**Routed metal, one colour a layer**

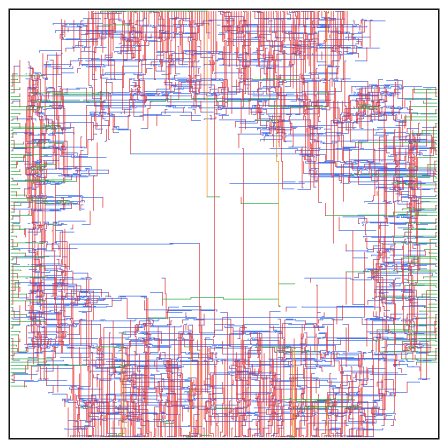
**Clock wires, drivers and flops**

Scale bar: 50 microns.
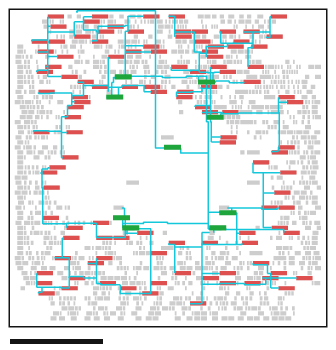
**Cell outlines without signal wires**

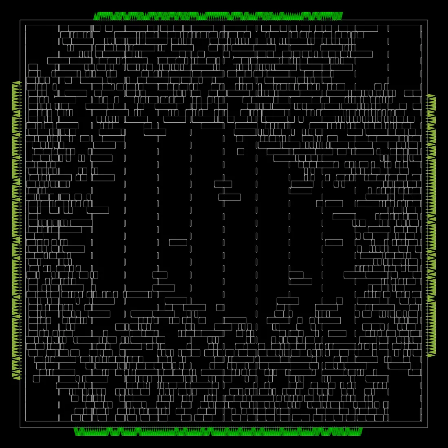
**Layout detail**

Window x 65 to 105, y 31 to 71 microns. Cells in grey, sequential cells in the stronger grey; small squares are vias.
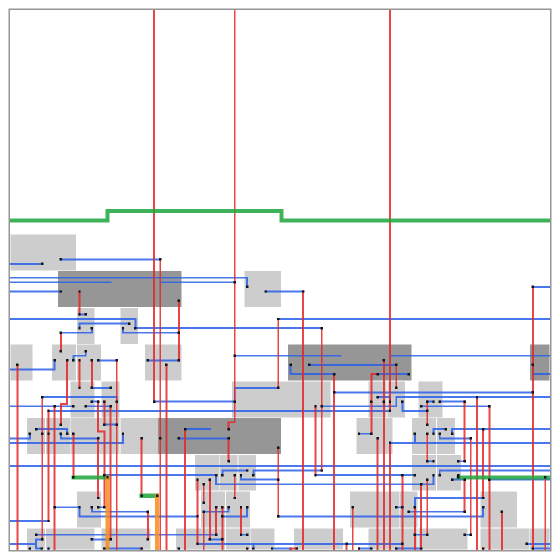
--- src/rtl/fp_mul_arbiter.sv ---
// fp_mul_arbiter: round-robin sharing of one single-precision FP multiplier among NUM_REQ requesters.
// Define FP_MUL_EXC_CNT_EN to add saturating overflow/underflow event counters (cnt_clr, ovrf_cnt, udrf_cnt).
module fp_mul_arbiter #(
  parameter int NUM_REQ = 4,
  parameter int MUL_LAT = 1,
  parameter int CNT_W   = 16
) (
  input  logic                         clk,
  input  logic                         rst_n,
  input  logic [NUM_REQ-1:0]           req_valid,
  output logic [NUM_REQ-1:0]           req_ready,
  input  logic [NUM_REQ*32-1:0]        req_x,
  input  logic [NUM_REQ*32-1:0]        req_y,
  input  logic [NUM_REQ*3-1:0]         req_mode,
  output logic [31:0]                  mul_x,
  output logic [31:0]                  mul_y,
  output logic [2:0]                   mul_mode,
  input  logic [31:0]                  mul_z,
  input  logic                         mul_ovrf,
  input  logic                         mul_udrf,
  output logic                         rsp_valid,
  output logic [$clog2(NUM_REQ)-1:0]   rsp_id,
  output logic [31:0]                  rsp_z,
  output logic                         rsp_ovrf,
  output logic                         rsp_udrf,
  output logic                         busy
`ifdef FP_MUL_EXC_CNT_EN
  ,
  input  logic                         cnt_clr,
  output logic [CNT_W-1:0]             ovrf_cnt,
  output logic [CNT_W-1:0]             udrf_cnt
`endif
);
  localparam int ID_W  = $clog2(NUM_REQ);
  localparam int LAT_W = $clog2(MUL_LAT + 1);

  typedef enum logic [1:0] {IDLE, WAIT, RESP} state_t;

  state_t           state;
  logic [ID_W-1:0]  rr_ptr;
  logic [ID_W-1:0]  cur_id;
  logic [ID_W-1:0]  winner;
  logic [ID_W-1:0]  idx;
  logic [LAT_W-1:0] wait_cnt;
  logic             found;

  function automatic logic [ID_W-1:0] ptr_after(input logic [ID_W-1:0] w);
    return (w == ID_W'(NUM_REQ - 1)) ? '0 : w + ID_W'(1);
  endfunction

  // Scan from the round-robin pointer, wrapping, for the first pending request.
  always_comb begin
    found  = 1'b0;
    winner = '0;
    idx    = '0;
    for (int k = 0; k < NUM_REQ; k++) begin
      idx = ID_W'((int'(rr_ptr) + k) % NUM_REQ);
      if (!found && req_valid[idx]) begin
        found  = 1'b1;
        winner = idx;
      end
    end
    req_ready = '0;
    if (state == IDLE && found) begin
      req_ready[winner] = 1'b1;
    end
  end

  always_ff @(posedge clk or negedge rst_n) begin
    if (!rst_n) begin
      state     <= IDLE;
      rr_ptr    <= '0;
      cur_id    <= '0;
      wait_cnt  <= '0;
      mul_x     <= '0;
      mul_y     <= '0;
      mul_mode  <= '0;
      rsp_valid <= 1'b0;
      rsp_id    <= '0;
      rsp_z     <= '0;
      rsp_ovrf  <= 1'b0;
      rsp_udrf  <= 1'b0;
      busy      <= 1'b0;
    end else begin
      rsp_valid <= 1'b0;
      case (state)
        IDLE: begin
          if (found) begin
            mul_x    <= req_x[int'(winner)*32 +: 32];
            mul_y    <= req_y[int'(winner)*32 +: 32];
            mul_mode <= req_mode[int'(winner)*3 +: 3];
            cur_id   <= winner;
            rr_ptr   <= ptr_after(winner);
            wait_cnt <= LAT_W'(MUL_LAT);
            busy     <= 1'b1;
            state    <= WAIT;
          end
        end
        WAIT: begin
          wait_cnt <= wait_cnt - LAT_W'(1);
          // Only the last cycle of the latency window carries a settled product.
          if (wait_cnt == LAT_W'(1)) begin
            rsp_z     <= mul_z;
            rsp_ovrf  <= mul_ovrf;
            rsp_udrf  <= mul_udrf;
            rsp_id    <= cur_id;
            rsp_valid <= 1'b1;
            state     <= RESP;
          end
        end
        RESP: begin
          busy  <= 1'b0;
          state <= IDLE;
        end
        default: begin
          busy  <= 1'b0;
          state <= IDLE;
        end
      endcase
    end
  end

`ifdef FP_MUL_EXC_CNT_EN
  function automatic logic [CNT_W-1:0] sat_inc(input logic [CNT_W-1:0] c);
    return (&c) ? c : c + CNT_W'(1);
  endfunction

  // Counters sample the strobed flags; a clear in the same cycle takes priority.
  always_ff @(posedge clk or negedge rst_n) begin
    if (!rst_n) begin
      ovrf_cnt <= '0;
      udrf_cnt <= '0;
    end else if (cnt_clr) begin
      ovrf_cnt <= '0;
      udrf_cnt <= '0;
    end else if (state == RESP) begin
      if (rsp_ovrf) ovrf_cnt <= sat_inc(ovrf_cnt);
      if (rsp_udrf) udrf_cnt <= sat_inc(udrf_cnt);
    end
  end
`endif

endmodule

--- config.mk ---
export PLATFORM = sky130hd
export DESIGN_NAME = fp_mul_arbiter
export DESIGN_NICKNAME = d
export VERILOG_FILES = /design/src/rtl/fp_mul_arbiter.sv
export SDC_FILE = /design/constraint.sdc
export NUM_CORES = 1
export LEC_CHECK = 0
export ABC_AREA = 1
export CELL_PAD_IN_SITES_DETAIL_PLACEMENT = 0
export CELL_PAD_IN_SITES_GLOBAL_PLACEMENT = 1
export CORE_MARGIN = 2
export CORE_UTILIZATION = 24
export CTS_CLUSTER_SIZE = 25
export DETAILED_ROUTE_END_ITERATION = 10
export GPL_ROUTABILITY_DRIVEN = 0
export PLACE_DENSITY = 0.85
export REMOVE_ABC_BUFFERS = 1
export SLEW_MARGIN = 15
export SYNTH_ARGS = -nofsm -noshare
export SYNTH_HDL_FRONTEND = slang
export SYNTH_SLANG_ARGS = --single-unit
--- constraint.sdc ---
create_clock -name clk -period 2.9 [get_ports clk]
set_clock_uncertainty 0.05 [all_clocks]
set_input_delay 0.29 -clock clk [delete_from_list [all_inputs] [get_ports clk]]
set_output_delay 0.29 -clock clk [all_outputs]
set_load 0.1 [all_outputs]
==> flow_summary.json <==
{
  "outcome": "complete, no violations",
  "gr-total-overflow": 0,
  "io_pins": 417,
  "drtAntennaViolNets": 0,
  "slew-limit-headroom": 0.555,
  "place_area_sq_mm": 0.0110,
  "stdcell_area_sq_mm": 0.0114,
  "drv_cap": 0,
  "cts_max_level": 3,
  "antennaDiodeCount": 0,
  "grt_pass1_wl_microns": 42800,
  "grt_pass1_vias": 7836,
  "timing.final.crit_share": 0.933,
  "cts-root-buf": "clkbuf_16",
  "finalCriticalPeriod_ps": 2710,
  "yosys_cells": 995,
  "die_h_microns": 171,
  "critPathRequiredTime_ps": 2560,
  "critPathKind": "flop to output port",
  "cts.sinks": 112,
  "synth_area_per_cell_sq_um": 6.71,
  "ys_warn_count": 0,
  "drive_gt1_frac": 0.119,
  "grt_start_max_net_pins": 83,
  "via_per_inst": 4.63,
  "tightest_slew_ps": 667,
  "tool_warnings": 25,
  "core_area_sq_mm": 0.0276,
  "drc": 0,
  "yosysUniqueCellTypes": 19,
  "xor_area_frac": 0,
  "cts_tree": "done"
}
## Picture notes: 'routed metal, one colour a layer'
| colour | layer | wire length |
|---|---|---|
| red | met2 | 13600 microns |
| blue | met1 | 12000 microns |
| green | met3 | 1830 microns |
| orange | met4 | 417 microns |
gr usage total: 0.186
WL final: 27900 microns
via count: 8105

## Picture notes: 'clock wires, drivers and flops'
[green] cells driving clock nets | count: 9
[cyan] clock wires | length: 1750 microns
[red] flip-flops | count: 112
routed clock nets: 10

## Picture notes: 'cell outlines without signal wires'
Tap Count: 378
layout filler cell count: 2843
Rows: 61
Layout Cells excl Fill: 1750

## Picture notes: 'layout detail'
| colour | layer |
|---|---|
| red | met2 |
| orange | met4 |
| green | met3 |
| blue | met1 |
sequential cells in the window: 3
cells with their middle in the window: 45
most frequent: nand3_1 (14), nand2_1 (11), clkdlybuf4s50_1 (9)
netlist names of flops here include: mul_y (2), mul_x (1)

flip-flops by register name, indices dropped and copies added, names as in the netlist, 2 cells and up:
name / flops
rr_ptr: 2
rsp_z: 32
rsp_id: 2
mul_x: 32
mul_y: 32
mul_mode: 3
cur_id: 2
state: 2
synthesized netlist by cell type:
master	instances	area [sq um]
a21oi_1	1	5.00
a31oi_1	1	6.26
buf_1	9	33.8
buf_2	28	140
buf_4	5	37.5
buf_6	4	45.0
clkbuf_1	35	131
dfrtp_1	112	2800
ha_1	1	12.5
inv_1	17	63.8
inv_2	4	15.0
nand2_1	411	1540
nand2_2	1	6.26
nand3_1	344	1720
nand3_2	2	20.0
nor2_1	11	41.3
nor2_4	1	11.3
o21ai_0	7	35.0
o21ai_1	1	5.00
path summary, 6_finish.rpt:
| kind | depth (start not counted) | slack (ps) | startpoint | end |
|---|---|---|---|---|
| worst min-delay path | 3 | 400 | mul_z[11] | rsp_z[11] |
| worst max register to register | 12 | 590 | rr_ptr[0] | mul_y[5] |
| worst max-delay path | 12 | 190 | rr_ptr[0] | req_ready[3] |
| min in group asynchronous | 2 | 430 | rst_n | rsp_z[0] |
| max in group asynchronous | 3 | 1480 | rst_n | rsp_z[15] |
| worst min register to register | 2 | 430 | rsp_z[23] | rsp_z[23] |
final cells by class:
cell class | instances | area, sq um
fill | 2843 | 16200
timing repair buffer | 442 | 4270
multi-input combinational | 781 | 3440
sequential | 112 | 2800
tap | 378 | 473
clock buffer | 10 | 229
inverter | 21 | 81.3
clock inverter | 6 | 67.6
cells in the final DEF (no fill, tap or decap), drive strengths merged:
cell type / instances
ha: 1
clkdlybuf4s50: 306
a21oi: 1
nor2: 12
inv: 22
nand2: 412
buf: 135
clkbuf: 10
a31oi: 1
nand3: 346
dlygate4sd3: 1
clkinv: 5
dfrtp: 112
o21ai: 8
cells by family after synthesis:
family / after synthesis
flops: 112
fa+ha+maj: 1
buf+inv: 102
compound gates: 10
simple gates: 770
routing by layer:
metal	GRT usage	share of wire	vias to the layer above	wire length (microns)
met1	0.236	0.43	3781	12000
met4	0.0412	0.015	0	417
met3	0.0379	0.066	26	1830
li1	-	-	4004	-
met5	0	0	-	0
met2	0.326	0.49	294	13600
stage by stage:
stage / util / TNS [ps] / cells / worst slack [ps]
final: 0.413 / 0 / 1750 / 193
after global routing: 0.413 / 0 / 1750 / 23.2
after CTS: 0.412 / 0 / 1748 / 52.0
after detailed placement: 0.401 / 0 / 1731 / 363
after global placement: 0.401 / 0 / 1731 / 402
after floorplan: - / -240060 / 914 / -4420
critical path, cell delays in order, from the launching register on:
cell and delay [ps]:
dfrtp_2 480, buf_4 170, nand2_1 50, nand2_1 80
nand2_1 60, nand2_1 100, nor2_4 140, nand3_1 140
nand3_4 190, ha_1 170, inv_1 30, nor2_1 180
buf_12 210
repair_timing:
action / in CTS / in global routing
buffers inserted: 0 / 2
resized: 0 / 2
hold endpoints to repair: 41 / 0
hold buffers: 1 / 0
endpoints found under the setup margin: 0 / 4
